==> config.mk <==
export PLATFORM = sky130hd
export DESIGN_NAME = uart_rx_start_detect
export DESIGN_NICKNAME = d
export VERILOG_FILES = /design/src/rtl/uart_rx_pkg.sv /design/src/rtl/uart_rx_sync.sv /design/src/rtl/uart_rx_start_detect.sv
export SDC_FILE = /design/constraint.sdc
export NUM_CORES = 1
export LEC_CHECK = 0
export CAP_MARGIN = 10
export CELL_PAD_IN_SITES_DETAIL_PLACEMENT = 0
export CELL_PAD_IN_SITES_GLOBAL_PLACEMENT = 2
export CORE_ASPECT_RATIO = 0.5
export CORE_MARGIN = 1
export CORE_UTILIZATION = 38
export CTS_BUF_LIST = sky130_fd_sc_hd__clkbuf_16
export DETAILED_ROUTE_END_ITERATION = 16
export PLACE_DENSITY_LB_ADDON = 0.15
export SETUP_SLACK_MARGIN = 0.05
export SLEW_MARGIN = 20
export SYNTH_ARGS = -nofsm -noshare
export SYNTH_HDL_FRONTEND = slang
export SYNTH_SLANG_ARGS = --single-unit
==> constraint.sdc <==
create_clock -name clk -period 7.2 [get_ports clk]
set_input_delay 0.72 -clock clk [delete_from_list [all_inputs] [get_ports clk]]
set_output_delay 0.72 -clock clk [all_outputs]
set_load 0.02 [all_outputs]
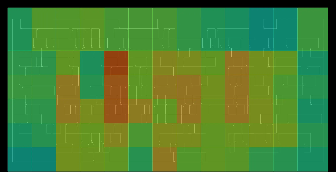
**Above:** routing congestion.
met3 usage: 4.85%
WL/cell: 14.1 um
GRT Total Usage: 16.8%
GRT met2 Usage: 26.9%
layer with the highest usage: met2

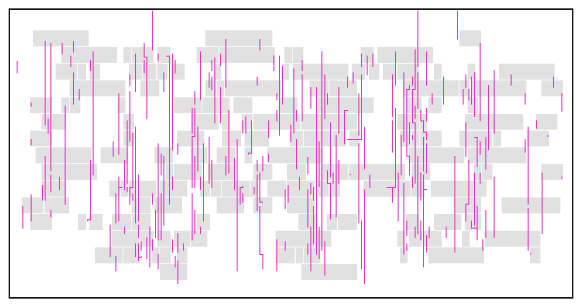
**Above:** the metal 2 layer.
- longest straight run: 32.3 um
- main direction: vertical
- nets with wire on the layer: 151
via count: 1122
final wirelength: 3050 um

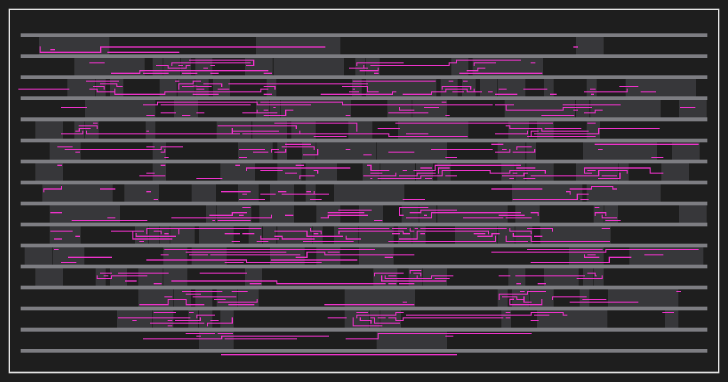
**Above:** M1 wires.
Supply wires on this layer in grey.
- longest straight run: 30.4 um
- main direction: horizontal
- nets with wire on the layer: 172
met1 GRT Util: 22.8%

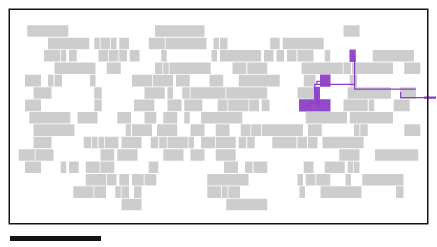
**Above:** wires at chosen ports, followed through buffers.
The bar under the picture is 20 um long.
- `enable`: purple (bits 1; direction input; edge right; end cells 6; buffers 1; wire 47.1 um)
IO buf count: 13
IO Pins: 14

==> results.py <==
# Metrics from the implementation run
metrics = {
    "logic_synthesis": {
        "synth_warnings": 0,
        "area_leaders": "dfrtp_1, ha_1, xnor2_1",
        "ys_top_logic_family": "simple AND/OR/NAND/NOR gates",
        "mux_area_share_pct": 3.20,
        "flop_cell": "dfrtp_1",
        "synthAdderAreaFrac_pct": 14.8,
        "syn_inst": 154,
        "yosysMostFrequentCell": "dfrtp_1",
        "yosys-stat-cells": 154,
        "synth_area_per_cell_um2": 9.90,
        "edf_count": 0,
        "yosysTopAreaCellShare_pct": 31.2,
        "ys_seq_share_pct": 36.4,
        "synth_nets": 182,
        "ys_sh_xor_pct": 7.47,
        "compound_area_share_pct": 16.3,
        "simple_gate_share_pct": 17.7,
        "async_reset_ff_share_pct": 100,
        "synth_top_cell_by_area": "dfrtp_1",
        "synthTopCellsByCount": "dfrtp_1, ha_1, nand2_1",
        "yosys.cell_types.count": 45,
        "numSynthFlops": 22,
        "yosys_area_um2": 1520,
        "synthesis.area_um2": 1520,
    },
    "floorplan": {
        "die_w_um": 91.6,
        "fp-row-count": 15,
        "die_area_um2": 4280,
        "initCoreUtil_pct": 42.1,
        "coreArea_um2": 3620,
        "die_y_um": 46.8,
    },
    "power_and_ir_drop": {
        "p_total_uw": 603,
        "ir_drop_mv": 0.157,
        "comb_power_share_pct": 42.2,
        "seq_cell_power_uw": 192,
        "internal-power_uw": 384,
        "comb-power_uw": 254,
        "share_seq_of_total_power_pct": 31.9,
        "power.leakage_nw": 0.764,
        "switching_share_pct": 36.2,
        "p_clk_uw": 156,
        "maxPowerGroup": "combinational cells",
        "power_density_nw_per_um2": 338,
        "clockPowerShare_pct": 25.9,
        "p_switching_uw": 218,
    },
    "global_routing": {
        "grt_pass1_vias": 1064,
        "grt_pass1_wl_um": 5110,
        "grt_max_degree": 23,
        "grt_overflow": 0,
        "antenna_found_initial": 0,
    },
    "drt": {
        "dr.pass1.iters": 4,
        "drt_iter0_markers": 38,
        "route.detailed.drc": 0,
        "avgViaCountPerCell": 5.17,
        "ant_nets": 0,
    },
    "final_timing": {
        "rsz0062_at_grt": "no",
        "setup_viol": 0,
        "slew_headroom_pct": 57.7,
        "clock.fmax_ghz": 0.379,
        "setup_tns_ns": 0,
        "finalClockPeriodUsage_pct": 36.6,
        "fin_crit_ns": 2.64,
        "hold_slack_ns": 0.362,
        "worst-slew-pin-transition_ns": 0.631,
        "hold_viol": 0,
        "maxSlewViolCount": 0,
        "finClkSkew_ns": 0.00693,
    },
    "job": {
        "warning_count": 29,
        "drv_cap": 0,
    },
    "critical_path": {
        "slowest_delay_ns": 0.57,
        "startpoint_type": "flop",
        "cp_num_buf_inv": 0,
        "cpMostUsedCell": "o22ai_1",
        "cp_top_family": "AND-OR/OR-AND gates",
        "reg2reg_slack_ns": 4.56,
        "cp.depth": 9,
        "crit_path_end_kind": "flop",
        "worstPathArrival_ns": 2.81,
        "crit_path_max_fanout": 10,
        "crit_chain": "nand3_1 > or2_2 > ha_1 > o21a_1 > o22ai_1 > a21oi_1 > a2111oi_2 > nand2_1 > o22ai_1",
        "worst_path_max_delay_cell": "dfrtp_1",
        "crit_type": "reg -> reg",
        "crit_required_ns": 7.38,
        "reg2regPathDepth": 9,
    },
    "cells_and_area": {
        "area_growth_pct": 17.2,
        "layout-drive-gt1-share_pct": 12.0,
        "fillers": 350,
        "antenna_cells": 0,
        "final_area_um2": 1790,
        "nNetsFinal": 195,
    },
    "clocking": {
        "hold_buffers": 0,
        "cts_sinks": 22,
        "clk_path_buf_depth": 2,
        "clk_pin_slew_ns": 0.06,
        "clk_latency_ns": 0.26,
        "cts_max_level": 1,
        "numCtsBuffers": 3,
        "cts_resized": 0,
        "root_buffer": "clkbuf_16",
        "postCtsSetupBuffers": 0,
        "cts_tree": "built",
    },
    "hold_path": {
        "hp-class": "reg -> reg",
        "min_path_cells": 0,
    },
    "status": {
        "status": "complete, no violations",
    },
    "place": {
        "place_hpwl_um": 2400,
        "gp_congestion": 0.769,
        "dpl_cell_area_um2": 1690,
    },
}
-- cell families (layout without fill, tap and decap cells) --
family / Yosys count / after routing
xor+xnor: 13 / 13
fa+ha+maj: 18 / 18
buf+inv: 13 / 25
flops: 22 / 22
mux: 4 / 4
compound gates: 37 / 37
simple gates: 47 / 47
-- routing by layer --
metal / vias up / GRT usage (%) / wire (um)
met5: - / 0 / 0
met4: 0 / 4.76 / 32
met3: 4 / 4.85 / 105
met2: 17 / 26.9 / 1260
met1: 525 / 22.8 / 1650
li1: 576 / - / -
-- through the flow --
step / setup WS [ns] / std cells / util, %
5_1_grt: 4.31 / 217 / 49.3
3_5_place_dp: 4.54 / 213 / 46.5
6_report: 4.56 / 217 / 49.3
4_1_cts: 4.53 / 217 / 49.4
2_1_floorplan: 4.90 / 154 / -
3_3_place_gp: 4.61 / 213 / 46.5
-- layout make-up --
| cell class | instances | area (um2) | share of cell area [%] |
|---|---|---|---|
| tap | 51 | 63.8 | 3.57 |
| clock inverter | 1 | 30.0 | 1.68 |
| inverter | 8 | 30.0 | 1.68 |
| timing repair buffer | 13 | 125 | 7.01 |
| clock buffer | 3 | 75.1 | 4.20 |
| multi-input combinational | 119 | 907 | 50.8 |
| sequential | 22 | 554 | 31.0 |
-- cell usage in the layout, fill, tap and decap left out, types with 2 or more instances in the layout --
cell,n
xor2_1,2
nor2_1,9
ha_1,18
a22o_1,3
nor3_1,3
dfrtp_1,19
o22ai_1,2
nand2b_1,3
o21a_1,2
a21oi_1,6
nand3_1,4
nor2b_1,3
a31oi_1,7
and3_1,2
nand2_1,12
o21ai_1,2
clkbuf_16,3
xnor2_1,11
dfstp_2,3
inv_1,8
clkdlybuf4s50_1,12
o21ai_0,7
mux2_2,3
